==> src/rtl/data_break_responder.sv <==
// Memory-side responder for single-cycle data-break (DMA) requests from device controllers.
// Owns the memory port for one word per break and yields one instruction slot after BREAK_MAX back-to-back breaks.
module data_break_responder #(
  parameter int unsigned MEM_LAT   = 1,
  parameter int unsigned BREAK_MAX = 4,
  localparam int unsigned ADDR_W   = 15,
  localparam int unsigned DATA_W   = 12
) (
  input  logic              clk,
  input  logic              reset,
  input  logic              clear,
  input  logic              inst_boundary,
  input  logic              data_break,
  input  logic              to_disk,
  input  logic [ADDR_W-1:0] dmaAddr,
  input  logic [DATA_W-1:0] disk2mem,
  input  logic [DATA_W-1:0] mem_rdata,
  output logic [ADDR_W-1:0] mem_addr,
  output logic [DATA_W-1:0] mem_wdata,
  output logic              mem_we,
  output logic              mem_re,
  output logic [DATA_W-1:0] mem2disk,
  output logic              break_in_prog,
  output logic              break_done
);

  localparam int unsigned CNT_W = 4;
  localparam int unsigned LAT_W = 2;
  localparam logic [CNT_W-1:0] CNT_MAX  = CNT_W'(BREAK_MAX);
  localparam logic [LAT_W-1:0] LAT_LAST = LAT_W'(MEM_LAT - 1);

  typedef enum logic [2:0] {
    S_IDLE  = 3'd0,
    S_GRANT = 3'd1,
    S_READ  = 3'd2,
    S_WAIT  = 3'd3,
    S_WRITE = 3'd4,
    S_DONE  = 3'd5,
    S_YIELD = 3'd6
  } state_t;

  state_t           state;
  state_t           state_next;
  logic [CNT_W-1:0] burst_cnt;
  logic [LAT_W-1:0] lat_cnt;
  logic             yield_hold;
  logic             sync_rst;
  logic             lat_last;
  logic             mem_we_d;
  logic             mem_re_d;
  logic             break_in_prog_d;
  logic             break_done_d;

  assign sync_rst = reset | clear;
  assign lat_last = (lat_cnt == LAT_LAST);

  // State register
  always_ff @(posedge clk) begin
    if (sync_rst) begin
      state <= S_IDLE;
    end else begin
      state <= state_next;
    end
  end

  // Next-state logic
  always_comb begin
    state_next = state;
    case (state)
      S_IDLE: begin
        if (data_break && inst_boundary) begin
          if (burst_cnt < CNT_MAX) begin
            state_next = S_GRANT;
          end else begin
            state_next = S_YIELD;
          end
        end
      end
      S_GRANT: begin
        if (to_disk) begin
          state_next = S_READ;
        end else begin
          state_next = S_WRITE;
        end
      end
      S_READ:  state_next = S_WAIT;
      S_WAIT: begin
        if (lat_last) begin
          state_next = S_DONE;
        end
      end
      S_WRITE: state_next = S_DONE;
      S_DONE:  state_next = S_IDLE;
      S_YIELD: begin
        // leave once the CPU has taken F0, or after two cycles if it is halted
        if (!inst_boundary || yield_hold) begin
          state_next = S_IDLE;
        end
      end
      default: state_next = S_IDLE;
    endcase
  end

  // Output decode from the next state so the registered strobes line up with the state they belong to
  always_comb begin
    mem_we_d        = 1'b0;
    mem_re_d        = 1'b0;
    break_in_prog_d = 1'b0;
    break_done_d    = 1'b0;
    case (state_next)
      S_GRANT, S_WAIT: break_in_prog_d = 1'b1;
      S_READ: begin
        mem_re_d        = 1'b1;
        break_in_prog_d = 1'b1;
      end
      S_WRITE: begin
        mem_we_d        = 1'b1;
        break_in_prog_d = 1'b1;
      end
      S_DONE: begin
        break_done_d    = 1'b1;
        break_in_prog_d = 1'b1;
      end
      default: ;
    endcase
  end

  // Registered outputs, latency counter and fairness counter
  always_ff @(posedge clk) begin
    if (sync_rst) begin
      mem_addr      <= '0;
      mem_wdata     <= '0;
      mem_we        <= 1'b0;
      mem_re        <= 1'b0;
      mem2disk      <= '0;
      break_in_prog <= 1'b0;
      break_done    <= 1'b0;
      burst_cnt     <= '0;
      lat_cnt       <= '0;
      yield_hold    <= 1'b0;
    end else begin
      mem_we        <= mem_we_d;
      mem_re        <= mem_re_d;
      break_in_prog <= break_in_prog_d;
      break_done    <= break_done_d;
      if (state == S_GRANT) begin
        mem_addr  <= dmaAddr;
        mem_wdata <= disk2mem;
      end
      if (state == S_WAIT) begin
        lat_cnt <= LAT_W'(lat_cnt + 1'b1);
      end else begin
        lat_cnt <= '0;
      end
      if ((state == S_WAIT) && lat_last) begin
        mem2disk <= mem_rdata;
      end
      yield_hold <= (state == S_YIELD) && inst_boundary;
      case (state)
        S_IDLE: begin
          if (!data_break) begin
            burst_cnt <= '0;
          end
        end
        S_DONE: begin
          if (burst_cnt < CNT_MAX) begin
            burst_cnt <= CNT_W'(burst_cnt + 1'b1);
          end
        end
        S_YIELD: burst_cnt <= '0;
        default: ;
      endcase
    end
  end

endmodule
==> config.mk <==
export PLATFORM = sky130hd
export DESIGN_NAME = data_break_responder
export DESIGN_NICKNAME = d
export VERILOG_FILES = /design/src/rtl/data_break_responder.sv
export SDC_FILE = /design/constraint.sdc
export NUM_CORES = 1
export LEC_CHECK = 0
export CORE_ASPECT_RATIO = 0.7
export CORE_MARGIN = 8
export CORE_UTILIZATION = 37
export CTS_CLUSTER_DIAMETER = 60
export DETAILED_ROUTE_END_ITERATION = 10
export PLACE_DENSITY = 0.75
export SETUP_SLACK_MARGIN = 0.5
export SLEW_MARGIN = 30
export SYNTH_ARGS = -nofsm -noshare
export SYNTH_HDL_FRONTEND = slang
export SYNTH_SLANG_ARGS = --single-unit
==> constraint.sdc <==
create_clock -name clk -period 1.5 [get_ports clk]
set_clock_uncertainty 0.1 [all_clocks]
set_input_delay 0.3 -clock clk [delete_from_list [all_inputs] [get_ports clk]]
set_output_delay 0.3 -clock clk [all_outputs]
set_load 0.02 [all_outputs]
Figure 1. Where the registers sit (run 1).
Bar = 20 um.
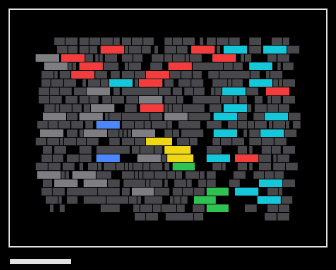
burst_cnt: drawn in green, flops 4. state: drawn in yellow, flops 3. lat_cnt: drawn in blue, flops 2. mem_addr: drawn in cyan, flops 15. mem_wdata: drawn in red, flops 12.
Another 17 sequential cells are not colored.
final core utilization: 79.59%
area used by sequential logic in the layout: 1129 um2
sequential share of cell area: 27.40%
power dissipated in sequential cells: 1420 uW

Figure 2. Placement by cell class (run 1).
Bar = 20 um.
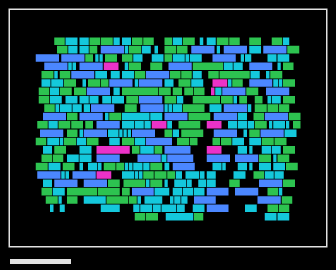
remaining logic cells: drawn in cyan, cells 171, share of their area 33%. remaining buffers and delay cells: drawn in green, cells 126, share of their area 36%. clock drivers and dummy loads: drawn in magenta, cells 8, share of their area 2.9%. registers: drawn in blue, cells 53, share of their area 28%.
count of standard-cell rows: 22
area of the core region: 5175 um2
Finished Cell Area: 4119 um2

Figure 3. Selected gate families (run 1).
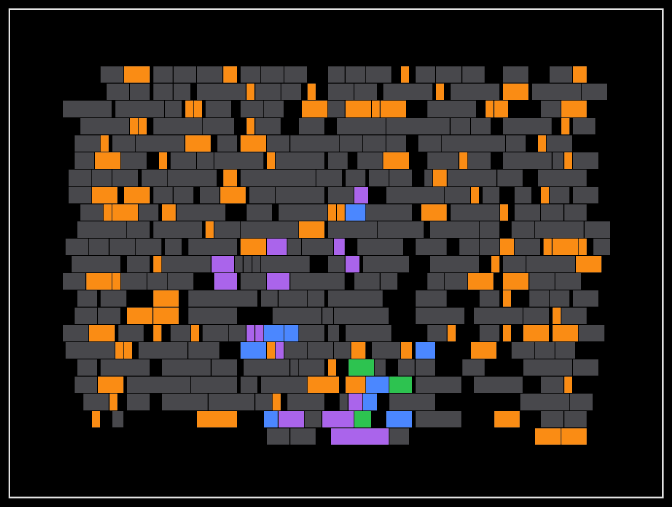
non-inverting ao/oa cells: drawn in green, cells 3. nand cells: drawn in orange, cells 89, most used nand2_1. and/or cells: drawn in blue, cells 9. nor cells: drawn in purple, cells 14.
final instance count without filler cells: 430
most frequent logic cell in the layout: sky130_fd_sc_hd__buf_6

run 1: critical path, delay by kind of cell, from the launching register on:
| family | cells | cell delay (ns) |
|---|---|---|
| compound gates | 2 | 0.43 |
| flops | 1 | 0.39 |
| simple gates | 1 | 0.24 |
| buf+inv | 1 | 0.15 |
run 1: per-layer routing:
layer  global-route usage, %  wire [um]  up-vias
met5                       0          0        -
met4                   3.741         58        0
met3                   8.115        767        9
met2                   26.22       3732       84
met1                   19.76       3172     1021
li1                        -          -     1021
run 1: cell families (layout without fill, tap and decap cells):
| logic type | after synthesis | after routing | synth area share [%] |
|---|---|---|---|
| buffers and inverters | 18 | 139 | 4.671 |
| and+or+nand+nor | 112 | 112 | 24.83 |
| DFF | 53 | 53 | 54.25 |
| adders and majority gates | 2 | 2 | 1.279 |
| AOI/OAI and AO/OA | 52 | 52 | 14.97 |
run 1: synthesized netlist by cell type, drive strengths merged, types with 2 or more instances:
library cell / instances / area (um2)
nand2: 84 / 315.3
dfxtp: 53 / 1061
a21oi: 43 / 215.2
buf: 8 / 53.80
nor2: 7 / 28.78
clkbuf: 5 / 18.77
inv: 5 / 18.77
nor3: 4 / 20.02
and3: 3 / 25.03
or2: 3 / 18.77
a31oi: 2 / 12.51
ha: 2 / 25.02
nand3: 2 / 10.01
nor2b: 2 / 12.51
run 1: cell type report:
class | instances | area share [%]
Clock buffer | 7 | 2.096
Clock inverter | 1 | 0.7290
Inverter | 5 | 0.4557
Multi-Input combinational cell | 166 | 32.23
Sequential cell | 53 | 27.40
Tap cell | 72 | 2.187
Timing Repair Buffer | 126 | 34.90
==> results.txt <==
Flow results.

- The largest net degree at the start of global routing is 21.
- The first global-routing pass estimated 10560 um of wire.
- The total power is 2807 uW.
- The post-synthesis sequential element count is 53.
- The power attributed to combinational cells is 376 uW.
- For this design the top-level I/O count stands at 88.
- A synthesized cell averages 8.252 um2.
- The worst setup path is launched from a flop.
- The clock transition at the registers of the reported paths is 0.10 ns.
- The synth_stat.txt file lists the number of cells as 237.
- The share of the yosys chip area belonging to registers is 54.25%.
- The initial DRC count is 35.
- The final max-slew violation count recorded for this run is 0.
- The tally of OpenROAD warnings is 29.
- The deepest clock path buffer count is 2.
- The part of the cycle the worst path needs is 95.18%.
- Looking at the reg2reg group, the worst path starts from state[2].
- Per the post-synthesis report, the number of cells in the design is 237.
- The net switching share of the total power is 22.85%.
- After detailed routing, the number of vias per cell comes to 4.965.
- Per the placement log, port buffering inserted 87 buffers.
- Fill cells in the final layout number 308.
- The initial antenna violation count is 0.
- The leakage power is 0.001761 uW.
- The clock tree synthesis step divided the H-tree into 2 levels.
- The final routed wire length divided by cell count is 17.98 um.
- The power share of the combinational group is 13.4%.
- For this run, the chip area from Yosys synthesis comes to 1956 um2.
- Counting the buffers created by CTS gives 5.
- The share of power burned in registers is 50.6%.
- The worst hold slack across all endpoints is 0.3278 ns.
- The flow reported a cell area power density of 681.4 nW/um2.
- The cell total after placement is 394.
- Relative to the synthesized area, the layout overhead comes to 110.6%.
- For reference, the final report shows the hold violation count at 0.
- The total negative setup slack is 0 ns.
- Setup repair after global routing could not meet its margin everywhere.
- The routed layout reports a DRC error count of 0.
- Detailed placement reports a standard cell area of 3020 um2.
- The number of warnings issued by yosys is 0.
- Summed over all layers, the global routing overflow is 0.
- The cell area that synthesis handed to floorplanning was 1956 um2.
- In the power breakdown, the biggest contributor is registers.
- The synthesized net count is 284.
- The run finished with clean final reports.
- The clock insertion delay at the later pin of the skew report is 0.31 ns.
- The internal power consumption is 2165 uW.
- Of the cells placed in the final design, the portion with a size suffix greater than 1 is 67.04%.
- The slew at the pin closest to its max-slew limit is 0.2987 ns.
- The required time reported for the critical path endpoint is 1.59 ns.
- The endpoint of the worst hold path is reported as lat_cnt[0].
- Per the run summary, max-cap violations total 0.
- The synthesis report names the predominant flop master as sky130_fd_sc_hd__dfxtp_1.
- At the placement stage, the worst setup path has a slack of -0.2402 ns.
- CTS placed an instance of sky130_fd_sc_hd__clkbuf_8 at the clock tree root.
- The worst slew margin relative to its limit is 79.98%.
- The flop-to-flop setup slack is 0.07 ns.
- The share of the core filled by cells before placement is 37.79%.
- Summing all multi-input logic gate instances after layout gives 1328 um2.
- The clock network power is 1010 uW.
- The share of total power dissipated in the clock network is 36.0%.
- Yosys reported that registers with async set or reset make up 0%.
- The capture point of the worst register-to-register path is recorded as break_in_prog.
- The final timing report derives a shortest allowable period of 1.428 ns.
- The clock sink count is 53.
- Logic depth along the worst register-to-register path is recorded as 4.
- The register containing the most flip-flops in the final layout is mem_addr.
- The slowest stage of the critical path belongs to the cell sky130_fd_sc_hd__dfxtp_4.
- The maximum fanout encountered on the critical timing path is 7.
- Once the clock tree was built, the setup fixing pass inserted 15 buffers.
- Yosys mapped a number of flops with a built-in enable equal to 0.
- The number of nets in the finished design is 404.
- The worst path arrival time is 1.52 ns.
- The overall die area is 7905 um2.
- The pre-antenna-repair detailed-routing pass consisted of 4 iterations.
- Across all setup checks in the final design, the least slack found is 0.07237 ns.
- Note that the worst hold path type here is flop to flop.
- The top cell types in the final layout, fill and taps aside, are sky130_fd_sc_hd__buf_6, sky130_fd_sc_hd__dfxtp_2, sky130_fd_sc_hd__nand2_1.
- For this design the total switching power over the nets is 641.4 uW.
- The detailed router reported a total wirelength of 7730 um.
- The routed layout has 2135 vias.
Power figures rest on the tool's default switching activity, not on a simulated workload.
